$ cat src/rtl/sine_analyzer.sv
// rtl/sine_analyzer.sv - rising zero-crossing period and peak analyzer with hysteresis
// Measures period, signed peaks, peak-to-peak and lock per waveform period.
module sine_analyzer #(
  parameter int DATA_W = 8,
  parameter int CNT_W  = 16,
  parameter int HYST   = 4,
  parameter int TOL    = 1
) (
  input  logic                     sys_clk,
  input  logic                     sys_rst,
  input  logic                     din_valid,
  input  logic signed [DATA_W-1:0] din,
  output logic                     meas_valid,
  output logic [CNT_W-1:0]         period,
  output logic signed [DATA_W-1:0] pk_max,
  output logic signed [DATA_W-1:0] pk_min,
  output logic [DATA_W:0]          pk_pk,
  output logic                     locked,
  output logic                     timeout
);

  typedef enum logic {S_SEARCH = 1'b0, S_MEASURE = 1'b1} state_t;

  localparam logic signed [DATA_W-1:0] L_NEG_HYST = $signed(DATA_W'(-HYST));
  localparam logic [CNT_W-1:0]         L_CNT_TO   = {{(CNT_W-1){1'b1}}, 1'b0};
  localparam logic [CNT_W-1:0]         L_TOL      = CNT_W'(TOL);
  localparam logic signed [DATA_W-1:0] L_MAX_INIT = {1'b1, {(DATA_W-1){1'b0}}};
  localparam logic signed [DATA_W-1:0] L_MIN_INIT = {1'b0, {(DATA_W-1){1'b1}}};

  state_t                     r_state;
  logic                       r_armed;
  logic                       r_have_prev;
  logic [CNT_W-1:0]           r_cnt;
  logic signed [DATA_W-1:0]   r_run_max;
  logic signed [DATA_W-1:0]   r_run_min;
  logic                       r_meas_valid;
  logic [CNT_W-1:0]           r_period;
  logic signed [DATA_W-1:0]   r_pk_max;
  logic signed [DATA_W-1:0]   r_pk_min;
  logic [DATA_W:0]            r_pk_pk;
  logic                       r_locked;
  logic                       r_timeout;

  logic                       w_below;
  logic                       w_x;
  logic [CNT_W-1:0]           w_period_new;
  logic [CNT_W-1:0]           w_absdiff;
  logic [DATA_W:0]            w_pkpk;
  logic signed [DATA_W-1:0]   w_next_max;
  logic signed [DATA_W-1:0]   w_next_min;

  assign w_below      = (din < L_NEG_HYST);
  assign w_x          = r_armed && !din[DATA_W-1];
  assign w_period_new = r_cnt + 1'b1;
  assign w_absdiff    = (w_period_new >= r_period) ? (w_period_new - r_period)
                                                   : (r_period - w_period_new);
  // One extra bit keeps the signed difference from wrapping (e.g. 127 - -128).
  assign w_pkpk       = {r_run_max[DATA_W-1], r_run_max} - {r_run_min[DATA_W-1], r_run_min};
  assign w_next_max   = (din > r_run_max) ? din : r_run_max;
  assign w_next_min   = (din < r_run_min) ? din : r_run_min;

  always_ff @(posedge sys_clk) begin
    if (!sys_rst) begin
      r_state      <= S_SEARCH;
      r_armed      <= 1'b0;
      r_have_prev  <= 1'b0;
      r_cnt        <= '0;
      r_run_max    <= L_MAX_INIT;
      r_run_min    <= L_MIN_INIT;
      r_meas_valid <= 1'b0;
      r_period     <= '0;
      r_pk_max     <= '0;
      r_pk_min     <= '0;
      r_pk_pk      <= '0;
      r_locked     <= 1'b0;
      r_timeout    <= 1'b0;
    end else begin
      r_meas_valid <= 1'b0;
      r_timeout    <= 1'b0;
      if (din_valid) begin
        if (w_x) begin
          r_armed <= 1'b0;
        end else if (w_below) begin
          r_armed <= 1'b1;
        end
        case (r_state)
          S_SEARCH: begin
            if (w_x) begin
              r_state     <= S_MEASURE;
              r_cnt       <= '0;
              r_run_max   <= din;
              r_run_min   <= din;
              r_have_prev <= 1'b0;
            end
          end
          S_MEASURE: begin
            if (w_x) begin
              r_period     <= w_period_new;
              r_pk_max     <= r_run_max;
              r_pk_min     <= r_run_min;
              r_pk_pk      <= w_pkpk;
              r_meas_valid <= 1'b1;
              r_locked     <= r_have_prev && (w_absdiff <= L_TOL);
              r_have_prev  <= 1'b1;
              r_cnt        <= '0;
              r_run_max    <= din;
              r_run_min    <= din;
            end else if (r_cnt == L_CNT_TO) begin
              // Saturated without a crossing: drop lock and re-acquire from scratch.
              r_timeout <= 1'b1;
              r_locked  <= 1'b0;
              r_state   <= S_SEARCH;
              r_armed   <= 1'b0;
            end else begin
              r_cnt     <= r_cnt + 1'b1;
              r_run_max <= w_next_max;
              r_run_min <= w_next_min;
            end
          end
          default: r_state <= S_SEARCH;
        endcase
      end
    end
  end

  assign meas_valid = r_meas_valid;
  assign period     = r_period;
  assign pk_max     = r_pk_max;
  assign pk_min     = r_pk_min;
  assign pk_pk      = r_pk_pk;
  assign locked     = r_locked;
  assign timeout    = r_timeout;

endmodule
$ cat config.mk
export PLATFORM = sky130hd
export DESIGN_NAME = sine_analyzer
export DESIGN_NICKNAME = d
export VERILOG_FILES = /design/src/rtl/sine_analyzer.sv
export SDC_FILE = /design/constraint.sdc
export NUM_CORES = 1
export LEC_CHECK = 0
export CAP_MARGIN = 15
export CORE_MARGIN = 10
export CORE_UTILIZATION = 50
export CTS_BUF_LIST = sky130_fd_sc_hd__clkbuf_8
export DETAILED_ROUTE_END_ITERATION = 10
export PLACE_DENSITY_LB_ADDON = 0.05
export SLEW_MARGIN = 20
export SYNTH_ARGS = -nofsm -noshare
export SYNTH_HDL_FRONTEND = slang
export SYNTH_SLANG_ARGS = --single-unit
export TNS_END_PERCENT = 1
$ cat constraint.sdc
create_clock -name sys_clk -period 4.23 [get_ports sys_clk]
set_input_delay 0.846 -clock sys_clk [delete_from_list [all_inputs] [get_ports sys_clk]]
set_output_delay 0.846 -clock sys_clk [all_outputs]
set_load 0.02 [all_outputs]
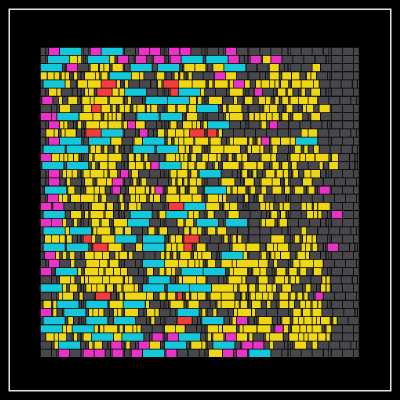
(placed cells, one color a class)
(3 px per um) Fill, decap, tap and diode cells in gray.
legend:
  magenta:
    class: remaining buffers and delay cells
    cells: 65
    share_of_their_area: 9.7%
  yellow:
    class: remaining logic cells
    cells: 607
    share_of_their_area: 62%
  cyan:
    class: registers
    cells: 79
    share_of_their_area: 25%
  red:
    class: clock drivers and dummy loads
    cells: 16
    share_of_their_area: 2.9%
Rows: 38
fin util: 0.594
area of the core: 0.0110 mm^2

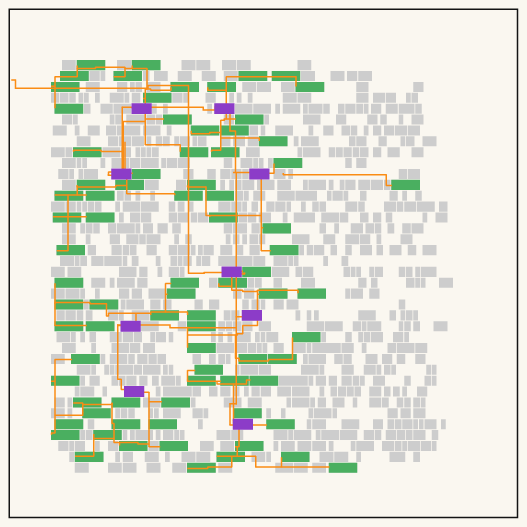
(clock network drawn from the DEF)
(4 px per um)
legend:
  orange:
    item: clock wires
    length: 999 um
  purple:
    item: clock-net drivers
    count: 9
  green:
    item: flip-flops
    count: 79
routed clock nets: 10

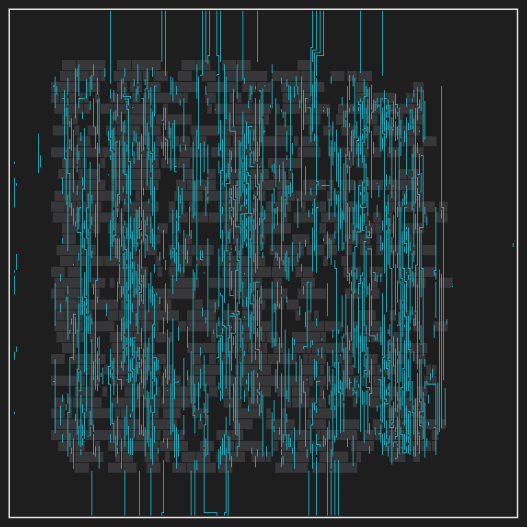
(metal 2)
(4 px per um) Cells faint in the background.
nets with wire on the layer: 697
share of all routed wire: 49%

==> Changelog: implementation <==
### Physical design

- Non-clock buffering overhead: 0.0947
- Setup TNS Final: 0 ps
- Skew final: between 10 and 15 ps
- DR DRC count: 0
- Clock network share of area: 0.0280
- Fill count: roughly 1000
- Layout cells sized above 1: 0.0600
- Most frequent cell after synthesis: nand2_1
- Final Cell Area: approximately 0.0065 mm^2
- Met2 usage: 0.319
- Cell area leaders: dfxtp_1, ha_1, nand2_1, inv_1, xnor2_1
- Commonest Layout Cell: nand2_1
- Max power group: sequential cells
- Synthesized area: roughly 0.0057 mm^2
- Pre-CTS WS: 212 ps
- Crit path launch: r_cnt[4]
- Seq/total area: 0.242
- Setup CP Type: reg2reg
- Dominant flop cell: dfxtp_1
- Dpl cell area: ~0.0063 mm^2
- Hpwl dp: ~12000 um
- Placed cells: slightly below 900
- Top Metal Used: met4
- PortBufs: between 50 and 60
- Net Sw Frac: 0.269
- Required time worst endpoint: between 4000 and 5000 ps
- Logic share of the area: 0.574
- Area leader, netlist: dfxtp_1
- Crit path depth: 15
- Max-area cell share: 0.278
- CLK BUF: 10
- Post-Synth Simple-Gate Area: 0.222
- Num CTS Buffers: 9
- Comb pwr: approximately 0.00015 W
- Area-dominant class: combinational gates
- Io pins: between 50 and 60
- Gate Count Post-Synth: around 720
- Compound Share, Synth: 0.230
- Period minus WS final: between 3000 and 4000 ps
- Final Non-Filler Cells: between 900 and 1000
- Outcome: finished, final reports clean
- Delay of the slowest cell on the worst path: around 540 ps
- Die Area: around 0.016 mm^2
- FP Util: 0.518
- Seq. cell area: about 0.0016 mm^2
- Setup Viol. Count Final: 0
- Post-synth cell types: approximately 65
- Max-slew violation count: 0
- # hold bufs at CTS: 0
- Sequential Power: between 0.0007 and 0.0008 W
- Worst Setup Start Kind: register
- Hold depth: 2
- CTS clk-pin slew, worst paths: 80 ps
- Latency at later pin: between 300 and 400 ps
- Fin worst setup slack: 299 ps
- Fmax: roughly 250 MHz
- Nets: 832
- Synth async-reset ratio: 0
- Dominant combinational family: AND-OR/OR-AND gates
- Syn nets: just under 800
- Clock Power Share: 0.366
- CTS Root Cell: clkbuf_8
- Iter 0 DRT Violations: about 340
Power is estimated from default activity; no workload was simulated.
